[config.mk]
export PLATFORM = sky130hd
export DESIGN_NAME = shift_sequencer
export DESIGN_NICKNAME = d
export VERILOG_FILES = /design/src/rtl/shift_pkg.sv /design/src/rtl/srl_core.sv /design/src/rtl/shift_sequencer.sv
export SDC_FILE = /design/constraint.sdc
export NUM_CORES = 1
export LEC_CHECK = 0
export CAP_MARGIN = 20
export CORE_UTILIZATION = 53
export CTS_BUF_LIST = sky130_fd_sc_hd__clkbuf_8
export CTS_CLUSTER_SIZE = 8
export DETAILED_ROUTE_END_ITERATION = 12
export PLACE_DENSITY = 0.77
export SYNTH_ARGS = -nofsm -noshare
export SYNTH_HDL_FRONTEND = slang
export SYNTH_SLANG_ARGS = --single-unit
export TNS_END_PERCENT = 10
[constraint.sdc]
create_clock -name clk -period 2.5 [get_ports clk]
set_input_delay 0.625 -clock clk [delete_from_list [all_inputs] [get_ports clk]]
set_output_delay 0.625 -clock clk [all_outputs]
set_load 0.02 [all_outputs]
[src/rtl/shift_pkg.sv]
// rtl/shift_pkg.sv - shared constants, op encodings, FSM states and bit-reverse helper for the shift unit
package shift_pkg;

    localparam int DATA_W  = 32;
    localparam int SHAMT_W = 5;

    localparam logic [1:0] OP_SLL = 2'b00;
    localparam logic [1:0] OP_SRL = 2'b01;
    localparam logic [1:0] OP_SRA = 2'b11;

    typedef enum logic [1:0] {
        IDLE      = 2'b00,
        PASS_DATA = 2'b01,
        PASS_MASK = 2'b10,
        DONE      = 2'b11
    } shift_state_t;

    // Mirror a word so a right shifter can perform a left shift.
    function automatic logic [DATA_W-1:0] bit_reverse(input logic [DATA_W-1:0] v);
        logic [DATA_W-1:0] r;
        for (int i = 0; i < DATA_W; i++) begin
            r[i] = v[DATA_W-1-i];
        end
        return r;
    endfunction

endpackage

[src/rtl/srl_core.sv]
// rtl/srl_core.sv - combinational 32-bit logical right shifter, five zero-filling mux stages
module srl_core
    import shift_pkg::*;
(
    input  logic [DATA_W-1:0]  dataIn,
    input  logic [SHAMT_W-1:0] shamt,
    output logic [DATA_W-1:0]  dataOut
);

    logic [DATA_W-1:0] stage1;
    logic [DATA_W-1:0] stage2;
    logic [DATA_W-1:0] stage4;
    logic [DATA_W-1:0] stage8;

    // Each stage conditionally shifts by its stride, filling vacated bits with zero.
    assign stage1  = shamt[0] ? {1'b0,  dataIn[DATA_W-1:1]}  : dataIn;
    assign stage2  = shamt[1] ? {2'b0,  stage1[DATA_W-1:2]}  : stage1;
    assign stage4  = shamt[2] ? {4'b0,  stage2[DATA_W-1:4]}  : stage2;
    assign stage8  = shamt[3] ? {8'b0,  stage4[DATA_W-1:8]}  : stage4;
    assign dataOut = shamt[4] ? {16'b0, stage8[DATA_W-1:16]} : stage8;

endmodule

[src/rtl/shift_sequencer.sv]
// rtl/shift_sequencer.sv - multi-cycle SLL/SRL/SRA controller around one shared logical right shifter
module shift_sequencer
    import shift_pkg::*;
(
    input  logic               clk,
    input  logic               reset,
    input  logic               start,
    input  logic [1:0]         op,
    input  logic [DATA_W-1:0]  dataIn,
    input  logic [SHAMT_W-1:0] shamt,
    output logic               busy,
    output logic               done,
    output logic [DATA_W-1:0]  dataOut
);

    shift_state_t       state_q;
    shift_state_t       state_d;
    logic [1:0]         op_q;
    logic [SHAMT_W-1:0] shamt_q;
    logic [DATA_W-1:0]  operand_q;
    logic [DATA_W-1:0]  partial_q;
    logic [DATA_W-1:0]  shift_in;
    logic [DATA_W-1:0]  shift_out;
    logic [DATA_W-1:0]  data_pass;
    logic               accept;

    srl_core u_srl_core (
        .dataIn  (shift_in),
        .shamt   (shamt_q),
        .dataOut (shift_out)
    );

    // A new request is only taken when nothing is in flight.
    assign accept    = start && ((state_q == IDLE) || (state_q == DONE));
    assign data_pass = (op_q == OP_SLL) ? bit_reverse(shift_out) : shift_out;

    // Next-state, handshake outputs and shifter input selection.
    always_comb begin
        state_d  = state_q;
        busy     = 1'b0;
        done     = 1'b0;
        shift_in = operand_q;
        case (state_q)
            IDLE: begin
                if (start) state_d = PASS_DATA;
            end
            PASS_DATA: begin
                busy = 1'b1;
                if ((op_q == OP_SRA) && operand_q[DATA_W-1]) state_d = PASS_MASK;
                else                                          state_d = DONE;
            end
            PASS_MASK: begin
                busy     = 1'b1;
                shift_in = '1;
                state_d  = DONE;
            end
            DONE: begin
                done    = 1'b1;
                state_d = start ? PASS_DATA : IDLE;
            end
            default: state_d = IDLE;
        endcase
    end

    // State, request latches and result; dataOut is only written on the edge entering DONE.
    always_ff @(posedge clk) begin
        if (reset) begin
            state_q   <= IDLE;
            op_q      <= '0;
            shamt_q   <= '0;
            operand_q <= '0;
            partial_q <= '0;
            dataOut   <= '0;
        end else begin
            state_q <= state_d;
            if (accept) begin
                op_q      <= op;
                shamt_q   <= shamt;
                operand_q <= (op == OP_SLL) ? bit_reverse(dataIn) : dataIn;
            end
            if (state_q == PASS_DATA) begin
                if (state_d == PASS_MASK) partial_q <= data_pass;
                else                      dataOut   <= data_pass;
            end
            if (state_q == PASS_MASK) begin
                dataOut <= partial_q | ~shift_out;
            end
        end
    end

endmodule
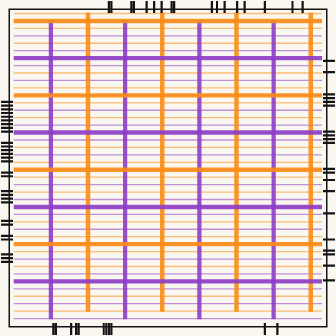
Run 1: PDN straps and rails
Pins as bars on the die edge.
net	colour
VDD	orange
VSS	purple
signal pins	76
met1 rails	42
rows	41
met4 straps	8
met5 straps	8
core area: 12,600 sq um
die span in x: 116 um
Die Y: 116 um
Peak VDD IR: 0.597 mV

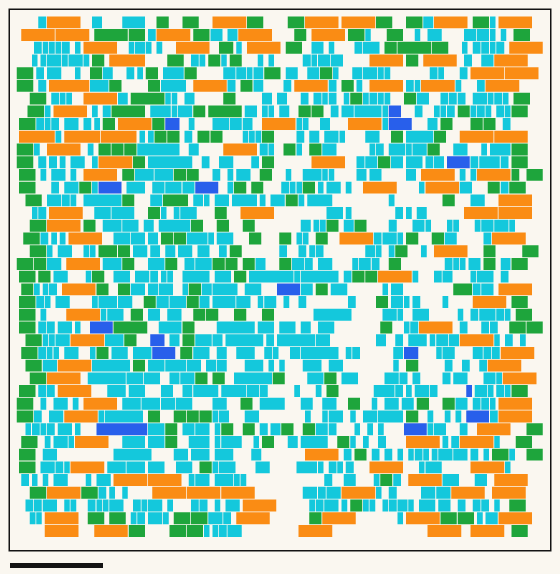
Run 1: cells coloured by class
Scale bar: 20 um.
class	colour	cells	share of their area
clock drivers and dummy loads	blue	15	2.2%
remaining buffers and delay cells	green	220	22%
sequential cells	orange	105	24%
combinational and other logic	cyan	688	52%
fin area: 8980 sq um
post-layout utilization of the core: 0.714
Seq area share: 0.235
row cnt: 41

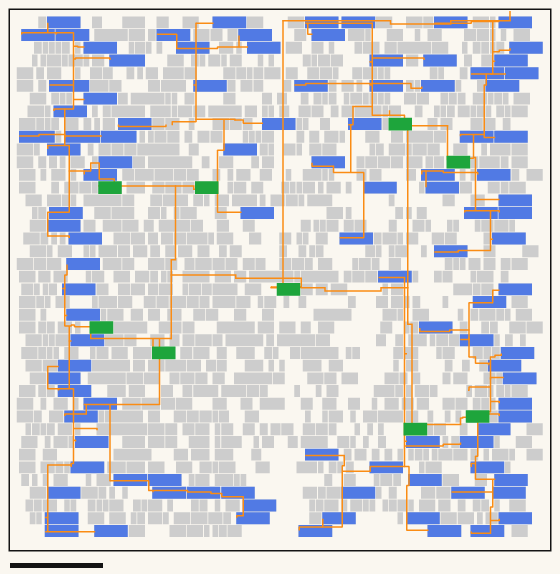
Run 1: clock network drawn from the DEF
Scale bar: 20 um.
[clock wires] orange | length: 1,310 um
[clock drivers] green | count: 9
[flip-flops] blue | count: 105
flops lie	spread over the die
routed clock nets	10
Clock net power: 0.00109 W
Fin Clk Skew: 13.5 ps
clock power share: 0.086
clk latency late pin: 400 ps

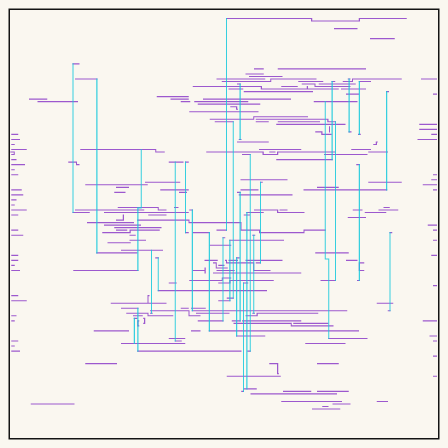
Run 1: routed metal, one colour a layer
Two of the layers only.
layer	colour	wire length
metal 4	cyan	909 um
metal 3	purple	1,710 um

==> flow_summary_export.csv, run 1 <==
group,metric,value,unit
timing,whs,444,ps
cells_and_area,drive_gt1_frac,0.235,
worst_setup_path,startpoint,"shamt_q[0]$_SDFFE_PP0P_",
timing,period_used_share,0.991,
clock_network,cts_num_sinks,105,
clock_network,cts-hold-fix-buffers,0,
global_routing,busiest_layer,"met2",
flow_run,warnings,31,
global_routing,gr-total-overflow,0,
status,outcome,"completed",
cells_and_area,reg.largest.list,"dataOut: 32 flops, operand_q: 32 flops, partial_q: 32 flops",
logic_synthesis,yosys-top-cells-area,"dfxtp_1 31%, nor2_1 7.0%, nand2_1 6.0%",
min_path,hp-class,"reg -> reg",
placed_design,post-place-ws,-236,ps
drt,via_count,7646,
min_path,hp-start,"dataOut[16]$_SDFFE_PP0P_",
drt,firstDrtPassIters,6,
placed_design,placed_cells,1183,
pwr,sw_frac_of_total,0.477,
logic_synthesis,most_common_cell,"nor2_1",
drt,routed_wl,24.2,mm
==> inputs of run 2 (changes only) <==
- ABC_CLOCK_PERIOD_IN_PS: default -> 2500
- CORE_UTILIZATION: 53 -> 40
- CTS_BUF_LIST: sky130_fd_sc_hd__clkbuf_8 -> default
- PLACE_DENSITY: 0.77 -> 0.6
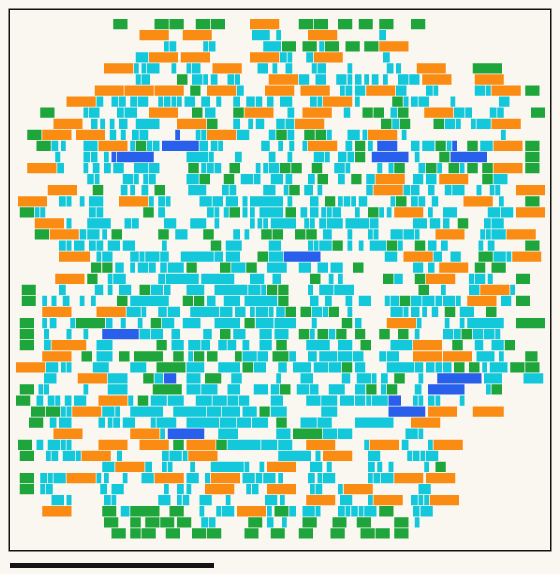
Run 2: cells coloured by class
Scale bar: 50 um.
class	colour	cells	share of their area
sequential cells	orange	105	24%
clock drivers and dummy loads	blue	16	3.4%
combinational and other logic	cyan	688	52%
remaining buffers and delay cells	green	207	21%
row cnt: 47
fin area: 9100 sq um
Seq area share: 0.232

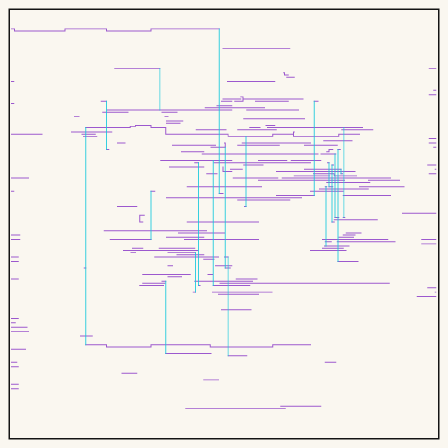
Run 2: routed metal, one colour a layer
Two of the layers only.
layer	colour	wire length
metal 3	purple	1,720 um
metal 4	cyan	519 um
Tot GR Track Use: 0.274
drt total wl: 23.7 mm
via count: 7,537
routed len/inst: 19.2 um

==> run 2 against run 1 <==
Critical path depth rose by 3. Sequential share of layout area fell by 0.36 points. Die size rose by 32%. Clock-buffer cell count up 4. Largest cell class unchanged.
==> flow_summary_export.csv, run 2 <==
group,metric,value,unit
placed_design,post-place-ws,-187,ps
cells_and_area,stdcell_count,1236,
cells_and_area,drive_gt1_frac,0.231,
cells_and_area,utilization,0.547,
die,die_y,133,um
logic_synthesis,ys.flop_type,"dfxtp_1",
global_routing,grt_pass1_vias,6935,
logic_synthesis,common_cells,"128 x nor2_1, 110 x nand2_1, 105 x dfxtp_1, 62 x o21ai_0, 59 x clkbuf_1",
logic_synthesis,most_common_cell,"nor2_1",
worst_setup_path,cp_top_family,"AND-OR/OR-AND gates",
worst_setup_path,cp_num_cells,13,
logic_synthesis,yosys-top-cells-area,"dfxtp_1 31%, nor2_1 7.0%, nand2_1 6.0%",
pwr,p_clk_frac,0.114,
global_routing,grt_max_degree,72,
die,fp.coreArea,16600,sq um
worst_setup_path,startpoint,"state_q[0]$_SDFF_PP0_",
global_routing,grt_use_met2,0.428,
min_path,hp-class,"reg -> reg",
cells_and_area,comb_area,4560,sq um
min_path,hp-start,"dataOut[16]$_SDFFE_PP0P_",
clock_network,cts_num_sinks,105,
clock_network,clk_latency,370,ps
status,outcome,"completed",
timing,worst_slew_pin_slew,596,ps
cells_and_area,layout.nonclk_buf_frac,0.202,
logic_synthesis,synthMuxAreaShare,0.114,
logic_synthesis,ys_ff,105,
timing,whs,450,ps
drt,firstDrtPassIters,5,
pwr,p_clk,0.00147,W
pwr,ir_drop,0.770,mV
global_routing,grt_antenna_before_repair,0,
placed_design,placed_cells,1219,
flow_run,warnings,30,
clock_network,cts-hold-fix-buffers,0,
die,die_w,133,um
cells_and_area,signal_buffers,207,
logic_synthesis,syn-cell-area,6830,sq um
cells_and_area,reg.largest.list,"dataOut: 32 flops, operand_q: 32 flops, partial_q: 32 flops",
logic_synthesis,synth-edff-count,0,
timing,worst_clock_skew,6.69,ps
logic_synthesis,fp_nets,922,
global_routing,busiest_layer,"met2",
worst_setup_path,critPathRequiredTime,2760,ps
global_routing,gr-total-overflow,0,
timing,period_used_share,0.987,
drt,drtAntennaViolNets,0,
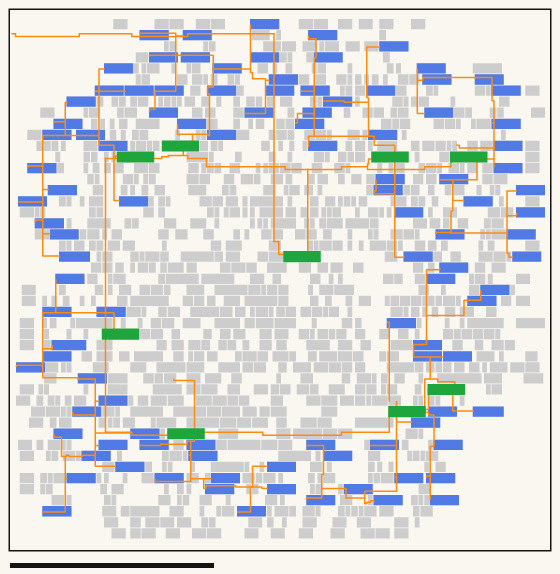
Run 2: clock network drawn from the DEF
Scale bar: 50 um.
[flip-flops] blue | count: 105
[clock drivers] green | count: 9
[clock wires] orange | length: 1,420 um
routed clock nets	10

==> inputs of run 3 (changes only) <==
- CORE_UTILIZATION: 40 -> 52
- PLACE_DENSITY: 0.6 -> 0.76
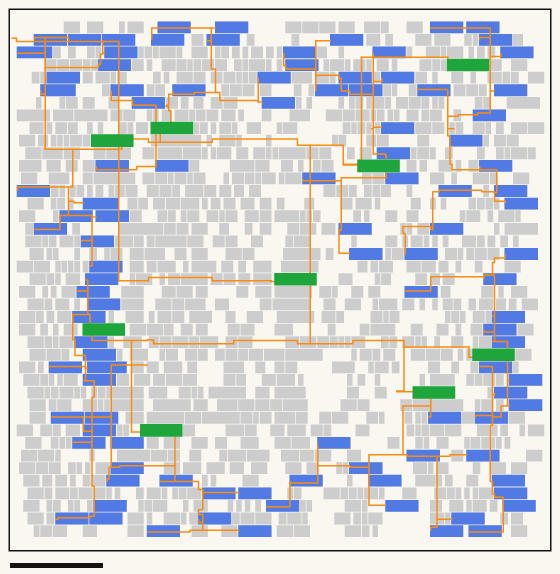
Run 3: clock network drawn from the DEF
Scale bar: 20 um.
[flip-flops] blue | count: 105
[clock drivers] green | count: 9
[clock wires] orange | length: 1,360 um
flops lie	spread over the die
routed clock nets	10
Fin Clk Skew: 6.99 ps
Clock net power: 0.00150 W
clock power share: 0.117

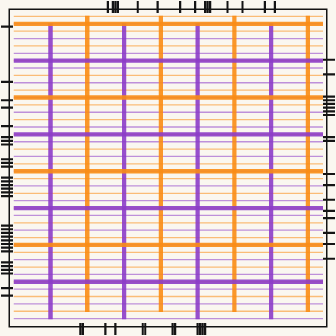
Run 3: PDN straps and rails
Pins as bars on the die edge.
net	colour
VSS	purple
VDD	orange
met4 straps	8
met1 rails	42

==> run 3 against run 2 <==
Die size fell by 23%. Largest cell class unchanged. Via count rose by 2.5%. Non-clock buffer count rose by 6.
==> flow_summary_export.csv, run 3 <==
group,metric,value,unit
timing,period_used_share,0.981,
global_routing,grt_use_met2,0.613,
drt,firstDrtPassIters,7,
status,outcome,"completed",
cells_and_area,stdcell_count,1192,
die,die_w,117,um
global_routing,grt_util_all_layers,0.372,
drt,routed_wl,24.4,mm
placed_design,placed_cells,1176,
logic_synthesis,ys_ff,105,
cells_and_area,drive_gt1_frac,0.228,
logic_synthesis,synth-edff-count,0,
min_path,hp-start,"dataOut[16]$_SDFFE_PP0P_",
flow_run,warnings,31,
cells_and_area,layout.nonclk_buf_frac,0.207,
cells_and_area,seq_share,0.234,
drt,post_drt_wl_per_cell,20.5,um
cells_and_area,comb_area,4490,sq um
worst_setup_path,cp_top_family,"AND-OR/OR-AND gates",
cells_and_area,signal_buffers,213,
placed_design,post-place-ws,-310,ps
global_routing,gr-total-overflow,0,
logic_synthesis,fp_nets,922,
cells_and_area,utilization,0.708,
die,fp.coreArea,12700,sq um
worst_setup_path,startpoint,"shamt_q[0]$_SDFFE_PP0P_",
worst_setup_path,cp_num_cells,9,
cells_and_area,reg.largest.list,"dataOut: 32 flops, operand_q: 32 flops, partial_q: 32 flops",
logic_synthesis,ys.flop_type,"dfxtp_1",
min_path,hp-class,"reg -> reg",
logic_synthesis,most_common_cell,"nor2_1",
pwr,ir_drop,1.39,mV
global_routing,grt_pass1_vias,7248,
global_routing,grt_max_degree,72,
logic_synthesis,common_cells,"128 x nor2_1, 110 x nand2_1, 105 x dfxtp_1, 62 x o21ai_0, 59 x clkbuf_1",
die,die_y,117,um
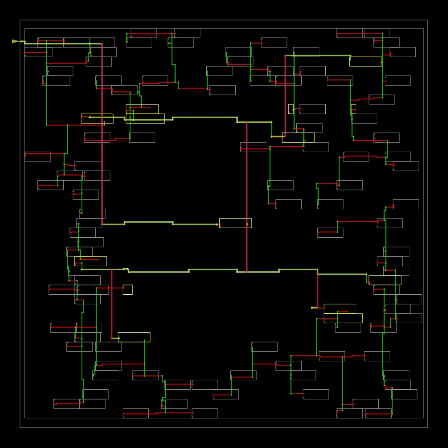
Run 3: the clock network
Clock Sinks: 105
clk latency late pin: 360 ps
TritonCTS Buffers: 9
clock buffers: 11

Power figures rest on the tool's default switching activity, not on a simulated workload.
